Figure 1. M1 wires.
Supply wires on this layer in gray.
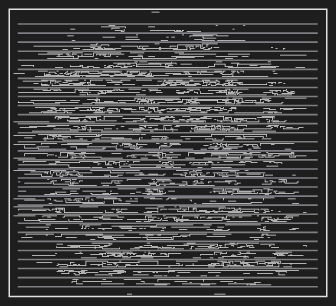
Figure 2. Signal wires on met2.
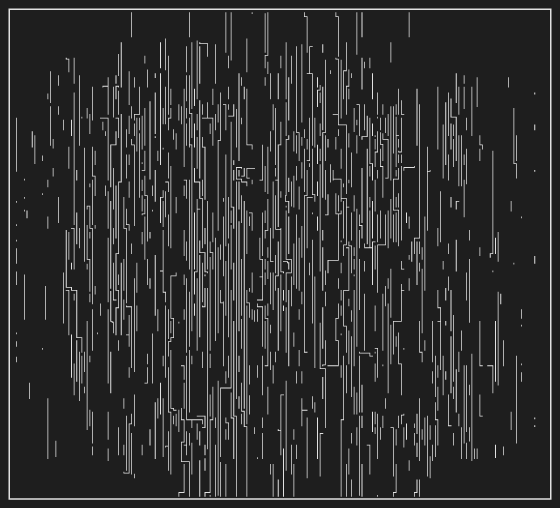
Figure 3. Met3 routing.
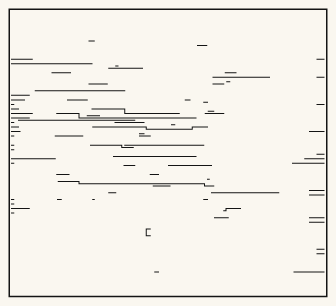
Figure 4. M4 wires.
Bar = 20 um. Supply wires on this layer in gray. Cells faint in the background.
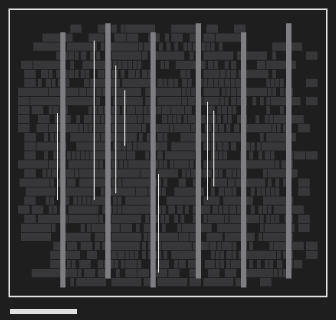
Figure 5. Clock wiring as the flow saved it.
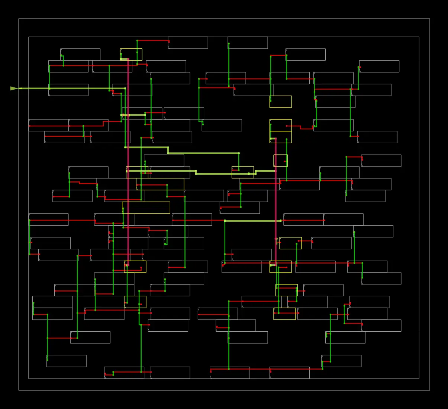
[src/rtl/ehgu_stream_packer.sv]
// ehgu_stream_packer: packs RATIO narrow FIFO beats into one wide word
// with a per-lane keep mask; flush closes a partial word early.
module ehgu_stream_packer #(
    parameter int IN_W      = 8,
    parameter int RATIO     = 4,
    parameter int LSB_FIRST = 1
) (
    input  logic                  clk,
    input  logic                  rstn,
    input  logic                  in_valid,
    input  logic [IN_W-1:0]       in_data,
    output logic                  in_ready,
    input  logic                  flush,
    output logic                  out_valid,
    input  logic                  out_ready,
    output logic [IN_W*RATIO-1:0] out_data,
    output logic [RATIO-1:0]      out_keep,
    output logic [15:0]           word_cnt
);

    localparam int OW = IN_W * RATIO;
    localparam int PW = (RATIO > 1) ? $clog2(RATIO) : 1;
    localparam logic [PW-1:0] LAST = PW'(RATIO - 1);

    logic [PW-1:0]    ptr;
    logic [PW-1:0]    ptr_n;
    logic [PW-1:0]    eff_ptr;
    logic [OW-1:0]    acc;
    logic [OW-1:0]    acc_n;
    logic [OW-1:0]    acc_w;
    logic [RATIO-1:0] acc_keep;
    logic [RATIO-1:0] keep_n;
    logic [RATIO-1:0] keep_w;
    logic             flush_pend;
    logic             pend_n;
    logic             out_free;
    logic             beat;
    logic             move_pend;
    logic             close;
    logic             load;
    logic [OW-1:0]    load_data;
    logic [RATIO-1:0] load_keep;
    int               lane;

    assign out_free = ~out_valid | out_ready;

    // Stall when the closing beat or a pending flush has nowhere to go.
    assign in_ready = rstn
                    & ~((ptr == LAST) & out_valid & ~out_ready)
                    & ~(flush_pend & ~out_free);

    always_comb begin
        beat      = in_valid & in_ready;
        move_pend = flush_pend & out_free;
        eff_ptr   = move_pend ? '0 : ptr;
        acc_w     = move_pend ? '0 : acc;
        keep_w    = move_pend ? '0 : acc_keep;
        lane      = (LSB_FIRST != 0) ? int'(eff_ptr)
                                     : RATIO - 1 - int'(eff_ptr);
        if (beat) begin
            for (int k = 0; k < RATIO; k++) begin
                if (k == lane) begin
                    acc_w[k*IN_W +: IN_W] = in_data;
                    keep_w[k]             = 1'b1;
                end
            end
        end
        close     = beat & (eff_ptr == LAST);
        load      = 1'b0;
        load_data = acc_w;
        load_keep = keep_w;
        ptr_n     = ptr;
        acc_n     = acc_w;
        keep_n    = keep_w;
        if (close) begin
            load   = 1'b1;
            acc_n  = '0;
            keep_n = '0;
            ptr_n  = '0;
        end else if (move_pend) begin
            // Pending partial word leaves; a beat taken now starts a new word.
            load      = 1'b1;
            load_data = acc;
            load_keep = acc_keep;
            ptr_n     = beat ? PW'(1) : '0;
        end else if (beat) begin
            ptr_n = ptr + PW'(1);
        end
        pend_n = (flush_pend & ~move_pend) | (flush & (ptr_n != '0));
    end

    always_ff @(posedge clk or negedge rstn) begin
        if (!rstn) begin
            ptr        <= '0;
            acc        <= '0;
            acc_keep   <= '0;
            flush_pend <= 1'b0;
            out_valid  <= 1'b0;
            out_data   <= '0;
            out_keep   <= '0;
            word_cnt   <= '0;
        end else begin
            ptr        <= ptr_n;
            acc        <= acc_n;
            acc_keep   <= keep_n;
            flush_pend <= pend_n;
            out_valid  <= load | (out_valid & ~out_ready);
            if (load) begin
                out_data <= load_data;
                out_keep <= load_keep;
            end
            if (out_valid && out_ready)
                word_cnt <= word_cnt + 16'd1;
        end
    end

endmodule

[config.mk]
export PLATFORM = sky130hd
export DESIGN_NAME = ehgu_stream_packer
export DESIGN_NICKNAME = d
export VERILOG_FILES = /design/src/rtl/ehgu_stream_packer.sv
export SDC_FILE = /design/constraint.sdc
export NUM_CORES = 1
export LEC_CHECK = 0
export ABC_AREA = 1
export CAP_MARGIN = 20
export CORE_ASPECT_RATIO = 0.9
export CORE_MARGIN = 2
export CORE_UTILIZATION = 58
export DETAILED_ROUTE_END_ITERATION = 8
export PLACE_DENSITY = 0.85
export SLEW_MARGIN = 20
export SYNTH_ARGS = -nofsm -noshare
export SYNTH_HDL_FRONTEND = slang
export SYNTH_SLANG_ARGS = --single-unit
export TNS_END_PERCENT = 50
[constraint.sdc]
create_clock -name clk -period 5.11 [get_ports clk]
set_input_delay 1.022 -clock clk [delete_from_list [all_inputs] [get_ports clk]]
set_output_delay 1.022 -clock clk [all_outputs]
set_load 0.02 [all_outputs]
==> summary.log <==
qor: final_layout.layout_top_cell sky130_fd_sc_hd__nand2_1
qor: detailed_routing.dr.max_layer_used met4
qor: final_layout.layout_top_cells 215 x sky130_fd_sc_hd__nand2_1, 92 x sky130_fd_sc_hd__dfrtp_1, 65 x sky130_fd_sc_hd__clkdlybuf4s50_1
qor: grt.grt_max_degree 55
qor: detailed_routing.met2_length 4530 um
qor: grt.met1_track_demand_over_resource 0.373
qor: clocking.post_cts_sizing_count 0
qor: final_layout.diodes 0
qor: placed_design.postPlaceCellArea 0.00501 mm^2
qor: synth.synth-main-ff-cell sky130_fd_sc_hd__dfrtp_1
qor: synth.syn-instance-count 530
qor: synth.synth_flop_count 92
qor: final_layout.finish.utilization 0.738
qor: detailed_routing.initialDrtViolationCount 220
qor: detailed_routing.wl_met3 579 um
qor: power_and_ir_drop.internal_power_of_the_cells 1720 uW
qor: worst_hold_path.min-delay-path-class register to register
qor: placed_design.dpl.hpwl 6340 um
qor: floorplan.initial_core_util 0.607
qor: status.outcome finished clean
About Figure 1:
nets with wire on the layer: 553
main direction: horizontal
wire length on this layer: 4,540 um

About Figure 2:
wire length on this layer: 4,530 um
main direction: vertical

About Figure 3:
wire length on this layer: 580 um
longest straight run: 37.7 um
main direction: horizontal
share of all routed wire: 5.9%
nets with wire on the layer: 64

About Figure 4:
nets with wire on the layer: 6
share of all routed wire: 2.1%

About Figure 5:
Clk Latency, worst-skew pair: 0.35 ns
final-layout clock buffer total: 12
total CTS buffers: 9
total number of sequential cells: 92

[power groups by stage]
stage	Combinational (uW)	Clock, uW	Sequential (uW)
after global routing	1300	595	1140
after global placement	1130	0	1110
after detailed placement	1160	0	1120
after floorplan	618	0	1240
final	1170	563	1110
after CTS	1170	568	1110
[worst max path at each step]
stage	start	to	slack [ns]	cells past startpoint
2_1_floorplan	out_ready	in_ready	2.63	4
3_3_place_gp	out_ready	out_keep[1]	1.67	10
3_5_place_dp	out_ready	out_keep[1]	1.61	10
4_1_cts	out_ready	in_ready	1.68	6
5_1_grt	out_ready	in_ready	1.61	6
6_report	out_ready	in_ready	1.69	6
[kinds of logic (layout without fill, tap and decap cells)]
kind of cell | after synthesis | in the layout | share of synthesized area
xor gates and xnor gates | 12 | 12 | 0.0244
buffers and inverters | 74 | 139 | 0.0719
adders and majority gates | 2 | 2 | 0.00580
DFF | 92 | 92 | 0.534
and+or+nand+nor | 306 | 306 | 0.306
AOI/OAI and AO/OA | 43 | 43 | 0.0554
muxes | 1 | 1 | 0.00261
[through the flow]
step	instances	setup WS [ns]
finish	688	1.69
global route	688	1.61
detailed placement	673	1.61
CTS	688	1.68
floorplan	530	2.63
global placement	673	1.67
[cell type report]
type,instances,area (um^2)
clock buffers,12,165
clock inverters,3,68.8
fillers,533,1860
inverters,53,199
multi-input cells,364,1700
flip-flops and latches,92,2300
well taps,93,116
repair buffers,71,696
[synth_stat cells (2+ instances only)]
cell type | n | area, um^2
sky130_fd_sc_hd__a22oi_1 | 8 | 60.1
sky130_fd_sc_hd__inv_1 | 49 | 184
sky130_fd_sc_hd__a21oi_1 | 12 | 60.1
sky130_fd_sc_hd__nor2_2 | 2 | 12.5
sky130_fd_sc_hd__nor2_4 | 2 | 22.5
sky130_fd_sc_hd__buf_4 | 4 | 30.0
sky130_fd_sc_hd__nand2_1 | 215 | 807
sky130_fd_sc_hd__nand4_1 | 11 | 68.8
sky130_fd_sc_hd__xnor2_1 | 2 | 17.5
sky130_fd_sc_hd__o21ai_1 | 6 | 30.0
sky130_fd_sc_hd__buf_1 | 2 | 7.51
sky130_fd_sc_hd__dfrtp_1 | 92 | 2300
sky130_fd_sc_hd__xor2_1 | 10 | 87.6
sky130_fd_sc_hd__clkbuf_1 | 6 | 22.5
sky130_fd_sc_hd__nand3_1 | 32 | 160
sky130_fd_sc_hd__and2_1 | 15 | 93.8
sky130_fd_sc_hd__ha_1 | 2 | 25.0
sky130_fd_sc_hd__buf_2 | 8 | 40.0
sky130_fd_sc_hd__nor2_1 | 22 | 82.6
sky130_fd_sc_hd__inv_2 | 3 | 11.3
sky130_fd_sc_hd__o21ai_0 | 15 | 75.1
sky130_fd_sc_hd__nor3_1 | 2 | 10.0
[worst max-delay path, cell delays in order]
cell and delay, ns:
sky130_fd_sc_hd__clkdlybuf4s50_1 0.49, sky130_fd_sc_hd__inv_1 0.05, sky130_fd_sc_hd__nand2_1 0.10, sky130_fd_sc_hd__nor2_1 0.05, sky130_fd_sc_hd__nor2_1 0.08, sky130_fd_sc_hd__clkdlybuf4s50_1 0.60
Power figures rest on the tool's default switching activity, not on a simulated workload.
